$ cat src/rtl/matrix_wb_arbiter.sv
// rtl/matrix_wb_arbiter.sv - round-robin two-master pipelined Wishbone arbiter for the matrix slave
// Whole bus cycles are granted; outstanding strobes are capped and a hung cycle is aborted with err.
module matrix_wb_arbiter #(
  parameter int AW      = 3,
  parameter int DW      = 32,
  parameter int SW      = DW / 8,
  parameter int MAX_OUT = 4,
  parameter int TIMEOUT = 255
) (
  input  logic          clk,
  input  logic          reset,
  input  logic          i_m0_cyc,
  input  logic          i_m0_stb,
  input  logic          i_m0_we,
  input  logic [AW-1:0] i_m0_addr,
  input  logic [SW-1:0] i_m0_sel,
  input  logic [DW-1:0] i_m0_wdata,
  output logic          o_m0_ack,
  output logic          o_m0_stall,
  output logic          o_m0_err,
  output logic [DW-1:0] o_m0_rdata,
  input  logic          i_m1_cyc,
  input  logic          i_m1_stb,
  input  logic          i_m1_we,
  input  logic [AW-1:0] i_m1_addr,
  input  logic [SW-1:0] i_m1_sel,
  input  logic [DW-1:0] i_m1_wdata,
  output logic          o_m1_ack,
  output logic          o_m1_stall,
  output logic          o_m1_err,
  output logic [DW-1:0] o_m1_rdata,
  output logic          o_wb_cyc,
  output logic          o_wb_stb,
  output logic          o_wb_we,
  output logic [AW-1:0] o_wb_addr,
  output logic [SW-1:0] o_wb_sel,
  output logic [DW-1:0] o_wb_wdata,
  input  logic          i_wb_ack,
  input  logic          i_wb_stall,
  input  logic [DW-1:0] i_wb_rdata,
  output logic [1:0]    o_grant
);

  localparam int OW = $clog2(MAX_OUT + 1);
  localparam int TW = (TIMEOUT > 1) ? $clog2(TIMEOUT) : 1;
  localparam logic [OW-1:0] OUT_FULL = OW'(MAX_OUT);
  localparam logic [TW-1:0] TMO_LAST = TW'(TIMEOUT - 1);

  typedef enum logic [2:0] {IDLE, GRANT0, GRANT1, ABORT0, ABORT1} state_e;

  state_e        state_q, state_d;
  logic          last_q, last_d;
  logic [OW-1:0] outst_q, outst_d;
  logic [TW-1:0] tmo_q, tmo_d;

  logic own0, own1, granted, sel1, cyc_own, cyc_other, stb_own, full, accept, tmo_hit;

  assign own0      = (state_q == GRANT0);
  assign own1      = (state_q == GRANT1);
  assign granted   = own0 | own1;
  assign sel1      = (state_q == GRANT1) || (state_q == ABORT1);
  assign cyc_own   = sel1 ? i_m1_cyc : i_m0_cyc;
  assign cyc_other = sel1 ? i_m0_cyc : i_m1_cyc;
  assign stb_own   = sel1 ? i_m1_stb : i_m0_stb;
  assign full      = (outst_q == OUT_FULL);

  assign o_wb_cyc   = granted & cyc_own;
  assign o_wb_stb   = granted & cyc_own & stb_own & ~full;
  assign o_wb_we    = granted & (sel1 ? i_m1_we : i_m0_we);
  assign o_wb_addr  = granted ? (sel1 ? i_m1_addr : i_m0_addr) : '0;
  assign o_wb_sel   = granted ? (sel1 ? i_m1_sel : i_m0_sel) : '0;
  assign o_wb_wdata = granted ? (sel1 ? i_m1_wdata : i_m0_wdata) : '0;

  assign accept  = o_wb_stb & ~i_wb_stall;
  // Abort fires on the last tolerated cycle so err is seen before cyc is dropped.
  assign tmo_hit = granted & cyc_own & (outst_q != '0) & ~i_wb_ack & (tmo_q == TMO_LAST);

  assign o_m0_ack   = own0 & i_wb_ack;
  assign o_m1_ack   = own1 & i_wb_ack;
  assign o_m0_err   = own0 & tmo_hit;
  assign o_m1_err   = own1 & tmo_hit;
  assign o_m0_stall = ~own0 | i_wb_stall | full;
  assign o_m1_stall = ~own1 | i_wb_stall | full;
  assign o_m0_rdata = i_wb_rdata;
  assign o_m1_rdata = i_wb_rdata;
  assign o_grant    = {(state_q == GRANT1) || (state_q == ABORT1),
                       (state_q == GRANT0) || (state_q == ABORT0)};

  always_comb begin
    state_d = state_q;
    last_d  = last_q;
    outst_d = outst_q;
    tmo_d   = tmo_q;
    unique case (state_q)
      IDLE: begin
        if (i_m0_cyc && (!i_m1_cyc || last_q)) state_d = GRANT0;
        else if (i_m1_cyc)                     state_d = GRANT1;
      end
      GRANT0, GRANT1, ABORT0, ABORT1: begin
        if (!cyc_own) begin
          state_d = cyc_other ? (sel1 ? GRANT0 : GRANT1) : IDLE;
          last_d  = sel1;
          outst_d = '0;
          tmo_d   = '0;
        end else if (granted && tmo_hit) begin
          state_d = sel1 ? ABORT1 : ABORT0;
          outst_d = '0;
          tmo_d   = '0;
        end else if (granted) begin
          if (accept && !i_wb_ack)                      outst_d = outst_q + OW'(1);
          else if (!accept && i_wb_ack && outst_q != '0) outst_d = outst_q - OW'(1);
          if (i_wb_ack || outst_q == '0) tmo_d = '0;
          else                           tmo_d = tmo_q + TW'(1);
        end
      end
      default: state_d = IDLE;
    endcase
  end

  always_ff @(posedge clk or negedge reset) begin
    if (!reset) begin
      state_q <= IDLE;
      last_q  <= 1'b1;
      outst_q <= '0;
      tmo_q   <= '0;
    end else begin
      state_q <= state_d;
      last_q  <= last_d;
      outst_q <= outst_d;
      tmo_q   <= tmo_d;
    end
  end

endmodule

$ cat config.mk
export PLATFORM = sky130hd
export DESIGN_NAME = matrix_wb_arbiter
export DESIGN_NICKNAME = d
export VERILOG_FILES = /design/src/rtl/matrix_wb_arbiter.sv
export SDC_FILE = /design/constraint.sdc
export NUM_CORES = 1
export LEC_CHECK = 0
export CAP_MARGIN = 0
export CORE_AREA = 2 2 92 94
export CTS_BUF_LIST = sky130_fd_sc_hd__clkbuf_4
export DETAILED_ROUTE_END_ITERATION = 10
export DIE_AREA = 0 0 94 96
export PLACE_DENSITY = 0.78
export SLEW_MARGIN = 20
export SYNTH_ARGS = -nofsm -noshare
export SYNTH_HDL_FRONTEND = slang
export SYNTH_SLANG_ARGS = --single-unit
$ cat constraint.sdc
create_clock -name clk -period 2.9 [get_ports clk]
set_input_delay 0.58 -clock clk [delete_from_list [all_inputs] [get_ports clk]]
set_output_delay 0.58 -clock clk [all_outputs]
set_load 0.1 [all_outputs]
==> run_1/cell_classes.png <==
Drawn at 4 px/µm. Fill, decap, tap and diode cells in grey.
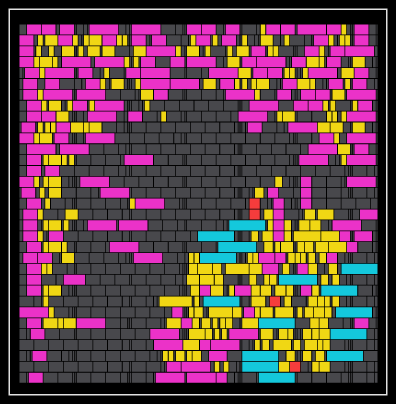
class	colour	cells	share of their area
all other logic	yellow	235	36%
clock drivers and dummy loads	red	4	0.77%
flip-flops	cyan	15	9.6%
other buffers and delay cells	magenta	162	54%

==> run_1/met2.png <==
Drawn at 4 px/µm. Cells faint in the background.
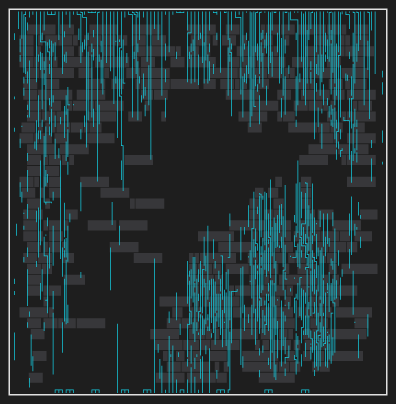
main direction	vertical
wire length on this layer	4,120 µm
nets with wire on the layer	448
share of all routed wire	50%

==> run_1/port_nets.png <==
Drawn at 4 px/µm.
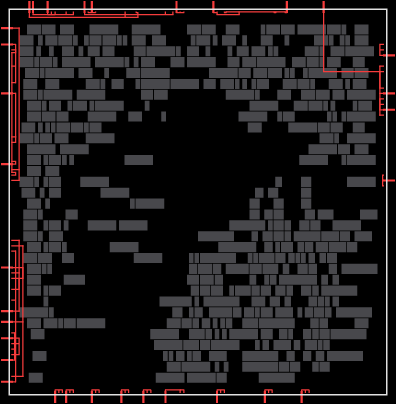
port	colour	bits	direction	end cells	buffers	wire
`i_wb_rdata`	red	32	input	0	0	443 µm

==> metrics.yaml, run 1 <==
vias: 2510
criticalPathCategory: "register to output pin"
grt_pass1_wl_um: 11700
post_cts_resized: 4
ys_cells: 332
cp_num_buf_inv: 3
vias_per_cell: 4.82
p_int_w: 0.00173
top_layer: "met4"
post-place-ws_ns: -0.227
grt_use_met3_pct: 3.84
gr-usage-met1_pct: 20.3
cts_setup_buffers: 0
synth_area_per_cell_um2: 6.44
regArea_um2: 378
maxCapViolCount: 0
grt_pass1_vias: 2351
rr_startpoint: "state_q[1]"
synth_top_cell_by_count: "nand2_1"
clk_pin_slew_ns: 0.10
areaGrowthSynthToFinish_pct: 89.5
adder_share_pct: 2.11
layout.area.comb_um2: 1370
cpPeakStageDelay_ns: 0.44
comb_share_pct: 33.7
io_buffers: 137
power_density_nw_per_um2: 1130
cp_data_arrival_time_ns: 2.19
fin_ws_ns: 0.126
ys_sh_xor_pct: 0.820
power.group.top: "combinational logic"
edf_count: 0
cp-endpoint: "o_m1_err"
num-multi-input-gates: 223
hp-start: "tmo_q[7]"
warnings: 29
tap_cells: 105
hold_path_end: "tmo_q[7]"
whs_ns: 0.488
drt_iter0_drc: 130
regToRegSetupSlack_ns: 0.15
slowest_stage: "dfrtp_2"
final-nonclk-buf-share_pct: 51.8
gp_congestion: 0.815
ys_sh_mux_pct: 0.937
powerSeq_w: 0.000289
dp.cells: 507
cts_buffers: 3
ys_top_logic_family: "buffers and inverters"
worstSetupPathDepth: 7
r2r_cells: 12
final_area_um2: 4050
final-clk-cell-share_pct: 0.742
clk_latency_ns: 0.30
cts_root_buf: "clkbuf_4"
inverters: 12
syn-cell-area_um2: 2140
clock_buffers: 4
fillers: 762
syn_inst: 332
grt_use_met2_pct: 27.0
flops: 15
min_path_type: "register to register"
placedInstanceArea_um2: 3880
setup_viol: 0
layoutNonFillerInstCount: 521
seq_area_share_pct: 9.33
hold_viol_final: 0
postCtsHoldBufs: 0
crit_top_cell: "buf_6"
post-route-min-period_ns: 2.77
start_kind: "register"
pg_comb_w: 0.00416
final_util_pct: 50.3
dominant_cells: "non-clock buffers"
outcome: "complete, no violations"
die_area_um2: 9020
met2_length_um: 4120
grt_max_degree: 42
synth-main-ff-cell: "dfrtp_1"
grt.overflow.total: 0
clock_sinks: 15
clockBufferDepth: 2
cp-startpoint: "state_q[1]"
ir_drop_mv: 0.611
drc: 0
fmax_mhz: 361
gr-max-usage-layer: "met2"
ys_sh_aoi_pct: 22.4
fp_util_pct: 26.5
grt_antenna_before_repair: 0
post_drt_wl_per_cell_um: 15.7
common_cells: "90 x nand2_1, 65 x buf_4, 47 x a21oi_1"
skew_ns: 0.00375
whs_path_depth: 1
seq_power_share_pct: 6.3
antenna_cells: 0
async_reset_ff_share_pct: 100
design_power_total_w: 0.00459
dr.pass1.iters: 4
wl_met3_um: 577
synth-seq-cells: 15
pwr-share-clk_pct: 3.1
grtUsageTotal_pct: 16.5
synth.net_count: 455
finalSetupTns_ns: 0
switching_power_w: 0.00286
worstMarginPinSlew_ns: 0.769
cp_top_family: "simple AND/OR/NAND/NOR gates"
rows: 33
fin_crit_sh_pct: 95.6
top_area_cell: "buf_4"
combPwrFrac_pct: 90.6
nets: 540
max_slew_margin_pct: 48.3
critical_path.cell_chain: "buf_6 -> and4bb_2 -> nor2_4 -> buf_6 -> or3_4 -> nor2_2 -> buf_12"
nNonClkBuffers: 162
met1_length_um: 3150
drive_above_1_share_pct: 33.2
clk-power_w: 0.000140
worstReg2RegEnd: "outst_q[2]"
die_y_um: 96
yosysChipArea_um2: 2140
cp_max_fo: 6
slew_viol_final: 0
boundaryPins: 234
topCellsByArea: "buf_4 23%, dfrtp_1 16%, nand2_1 16%, a21oi_1 11%, o21ai_0 2.8%"
core_area_um2: 8050
synth_warnings: 0
die_width_um: 94
top_area_share_pct: 22.8
swShare_pct: 62.3
cts_tree: "yes"
htree_num_levels: 1
ys_sh_simple_pct: 27.8
==> run 1: placed cells by master (no fill, tap or decap), drive strengths merged, types with 3 or more instances in the layout <==
| master | n |
|---|---|
| o31ai | 6 |
| nor3 | 7 |
| or2 | 3 |
| nor2 | 11 |
| a21oi | 47 |
| inv | 12 |
| dfrtp | 14 |
| nor2b | 4 |
| clkbuf | 4 |
| clkdlybuf4s50 | 84 |
| nand2 | 90 |
| o21ai | 13 |
| buf | 75 |
| and2 | 5 |
| nand4 | 3 |
| dlymetal6s2s | 3 |
==> run 1: state kept, by name, summed over array words and instances (netlist names) <==
signal / cells
last_q: 1
outst_q: 3
state_q: 3
tmo_q: 8
==> run 2, diff against run 1 <==
--- a/config.mk
+++ b/config.mk
@@ -10,6 +10,7 @@
 export CTS_BUF_LIST = sky130_fd_sc_hd__clkbuf_4
 export DETAILED_ROUTE_END_ITERATION = 10
 export DIE_AREA = 0 0 94 96
+export HOLD_SLACK_MARGIN = 0.05
 export PLACE_DENSITY = 0.78
 export SLEW_MARGIN = 20
 export SYNTH_ARGS = -nofsm -noshare
==> run_2/port_nets.png <==
Drawn at 4 px/µm.
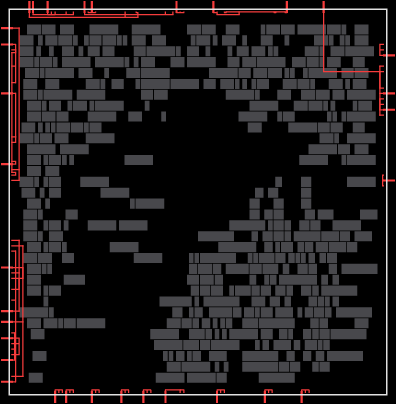
port	colour	bits	direction	end cells	buffers	wire
`i_wb_rdata`	red	32	input	0	0	443 µm

==> run_2/cell_classes.png <==
Drawn at 4 px/µm. Fill, decap, tap and diode cells in grey.
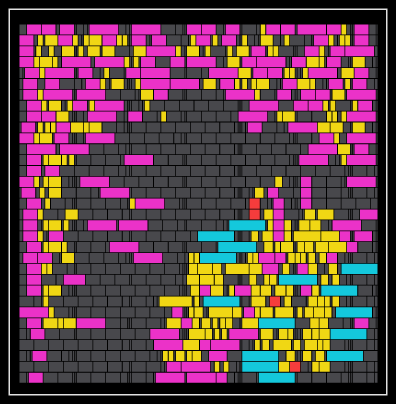
class	colour	cells	share of their area
all other logic	yellow	235	36%
flip-flops	cyan	15	9.6%
clock drivers and dummy loads	red	4	0.77%
other buffers and delay cells	magenta	162	54%

==> metrics.yaml, run 2 <==
setup.worst_path.end_class: "output pin"
rr_startpoint: "state_q[1]"
post_cts_resized: 4  # unchanged
met1_length_um: 3150  # unchanged
dp_hpwl_um: 6540
boundaryPins: 234  # unchanged
clk_latency_ns: 0.30  # about the same
crit_top_cell: "buf_6"
slew_viol_final: 0  # unchanged
nets: 540  # unchanged
outcome: "complete, no violations"
critical_path.cell_chain: "buf_6 -> and4bb_2 -> nor2_4 -> buf_6 -> or3_4 -> nor2_2 -> buf_12"
top_area_cell: "buf_4"
setup_viol: 0  # unchanged
async_reset_ff_share_pct: 100  # unchanged
grt_use_met2_pct: 27.0  # unchanged
cp_top_family: "simple AND/OR/NAND/NOR gates"
maxCapViolCount: 0  # unchanged
worstSetupPathDepth: 7  # unchanged
synth-seq-cells: 15  # unchanged
wl_met3_um: 577  # unchanged
cts_setup_buffers: 0  # unchanged
lay_top_count: "nand2_1"
dp.cells: 507  # unchanged
grt_pass1_wl_um: 11700  # unchanged
most-common-layout-cells: "88 x nand2_1, 84 x clkdlybuf4s50_1, 51 x buf_12"
start_kind: "register"
regMostFlops: "tmo_q"
grt_pass1_vias: 2351  # unchanged
regToRegSetupSlack_ns: 0.15  # about the same
largest_reg_flops: 8  # unchanged
synth-main-ff-cell: "dfrtp_1"
cts_buffers: 3  # unchanged
topCellsByArea: "buf_4 23%, dfrtp_1 16%, nand2_1 16%, a21oi_1 11%, o21ai_0 2.8%"
hp-start: "tmo_q[7]"
postCtsHoldBufs: 0  # unchanged
slowest_stage: "dfrtp_2"
fin_crit_sh_pct: 95.6  # unchanged
finalSetupTns_ns: 0  # unchanged
grt.overflow.total: 0  # unchanged
syn_inst: 332  # unchanged
skew_ns: 0.00375  # unchanged
cp_num_buf_inv: 3  # unchanged
whs_ns: 0.488  # unchanged
synth_warnings: 0  # unchanged
cp-startpoint: "state_q[1]"
io_buffers: 137  # unchanged
final_area_um2: 4050  # unchanged
clock_sinks: 15  # unchanged
drt_iter0_drc: 130  # unchanged
gr-max-usage-layer: "met2"
fillers: 762  # unchanged
min_path_type: "register to register"
edf_count: 0  # unchanged
dr.pass1.iters: 4  # unchanged
cp_max_fo: 6  # unchanged
yosysChipArea_um2: 2140  # unchanged
areaGrowthSynthToFinish_pct: 89.5  # unchanged
cp-endpoint: "o_m1_err"
clockBufferDepth: 2  # unchanged
die_area_um2: 9020  # unchanged
final_util_pct: 50.3  # unchanged
placedInstanceArea_um2: 3880  # unchanged
ys_cells: 332  # unchanged
post_drt_wl_per_cell_um: 15.7  # unchanged
vias: 2510  # unchanged
hold_path_end: "tmo_q[7]"
synth_area_per_cell_um2: 6.44  # unchanged
top_regs: "tmo_q x8, outst_q x3, state_q x3"
design_power_total_w: 0.00459  # unchanged
antenna_cells: 0  # unchanged
warnings: 29  # unchanged
fmax_mhz: 361  # unchanged
vias_per_cell: 4.82  # unchanged
common_cells: "90 x nand2_1, 65 x buf_4, 47 x a21oi_1"
cts_root_buf: "clkbuf_4"
worstReg2RegEnd: "outst_q[2]"
cts_tree: "yes"
die_y_um: 96  # unchanged
ir_drop_mv: 0.611  # unchanged
grtUsageTotal_pct: 16.5  # unchanged
gp_congestion: 0.815  # unchanged
synth.net_count: 455  # unchanged
syn-cell-area_um2: 2140  # unchanged
max_slew_margin_pct: 48.3  # unchanged
post-place-ws_ns: -0.227  # unchanged
rows: 33  # unchanged
cpPeakStageDelay_ns: 0.44  # about the same
layoutNonFillerInstCount: 521  # unchanged
die_width_um: 94  # unchanged
post-route-min-period_ns: 2.77  # unchanged
power_density_nw_per_um2: 1130  # unchanged
cp_data_arrival_time_ns: 2.19  # about the same
htree_num_levels: 1  # unchanged
criticalPathCategory: "register to output pin"
drive_above_1_share_pct: 33.2  # unchanged
core_area_um2: 8050  # unchanged
drc: 0  # unchanged
fp_util_pct: 26.5  # unchanged
worstMarginPinSlew_ns: 0.769  # unchanged
gr-usage-met1_pct: 20.3  # unchanged
met2_length_um: 4120  # unchanged
grt_use_met3_pct: 3.84  # unchanged
r2r_cells: 12  # unchanged
grt_max_degree: 42  # unchanged
synth_top_cell_by_count: "nand2_1"
grt_antenna_before_repair: 0  # unchanged
hold_viol_final: 0  # unchanged
clk_pin_slew_ns: 0.10  # about the same
fin_ws_ns: 0.126  # unchanged
finalWirelength_um: 8200
top_area_share_pct: 22.8  # unchanged
top_layer: "met4"
whs_path_depth: 1  # unchanged
[run 2: cell type report]
type,count,area (µm²),share of cell area [%]
multi-input cells,223,1370,33.7
repair buffers,162,2100,51.8
well taps,105,131,3.24
inverters,12,45.0,1.11
flip-flops and latches,15,378,9.33
clock buffers,4,30.0,0.742
[run 2: report_power, final]
part	switching, W	internal (W)	leakage (nW)	total, W
clock	0.0000773	0.0000632	0.0184	0.000140
sequential	0.0000423	0.000247	0.200	0.000289
combinational	0.00274	0.00142	1.43	0.00416
[run 2: logic make-up after synthesis]
group,Yosys count,synth area share (%)
xor+xnor,2,0.820
mux,2,0.937
buf+inv,94,28.3
simple gates,134,27.8
compound gates,82,22.4
flops,15,17.6
fa+ha+maj,3,2.11
No activity file was given, so power comes from the tool's default toggle rates.
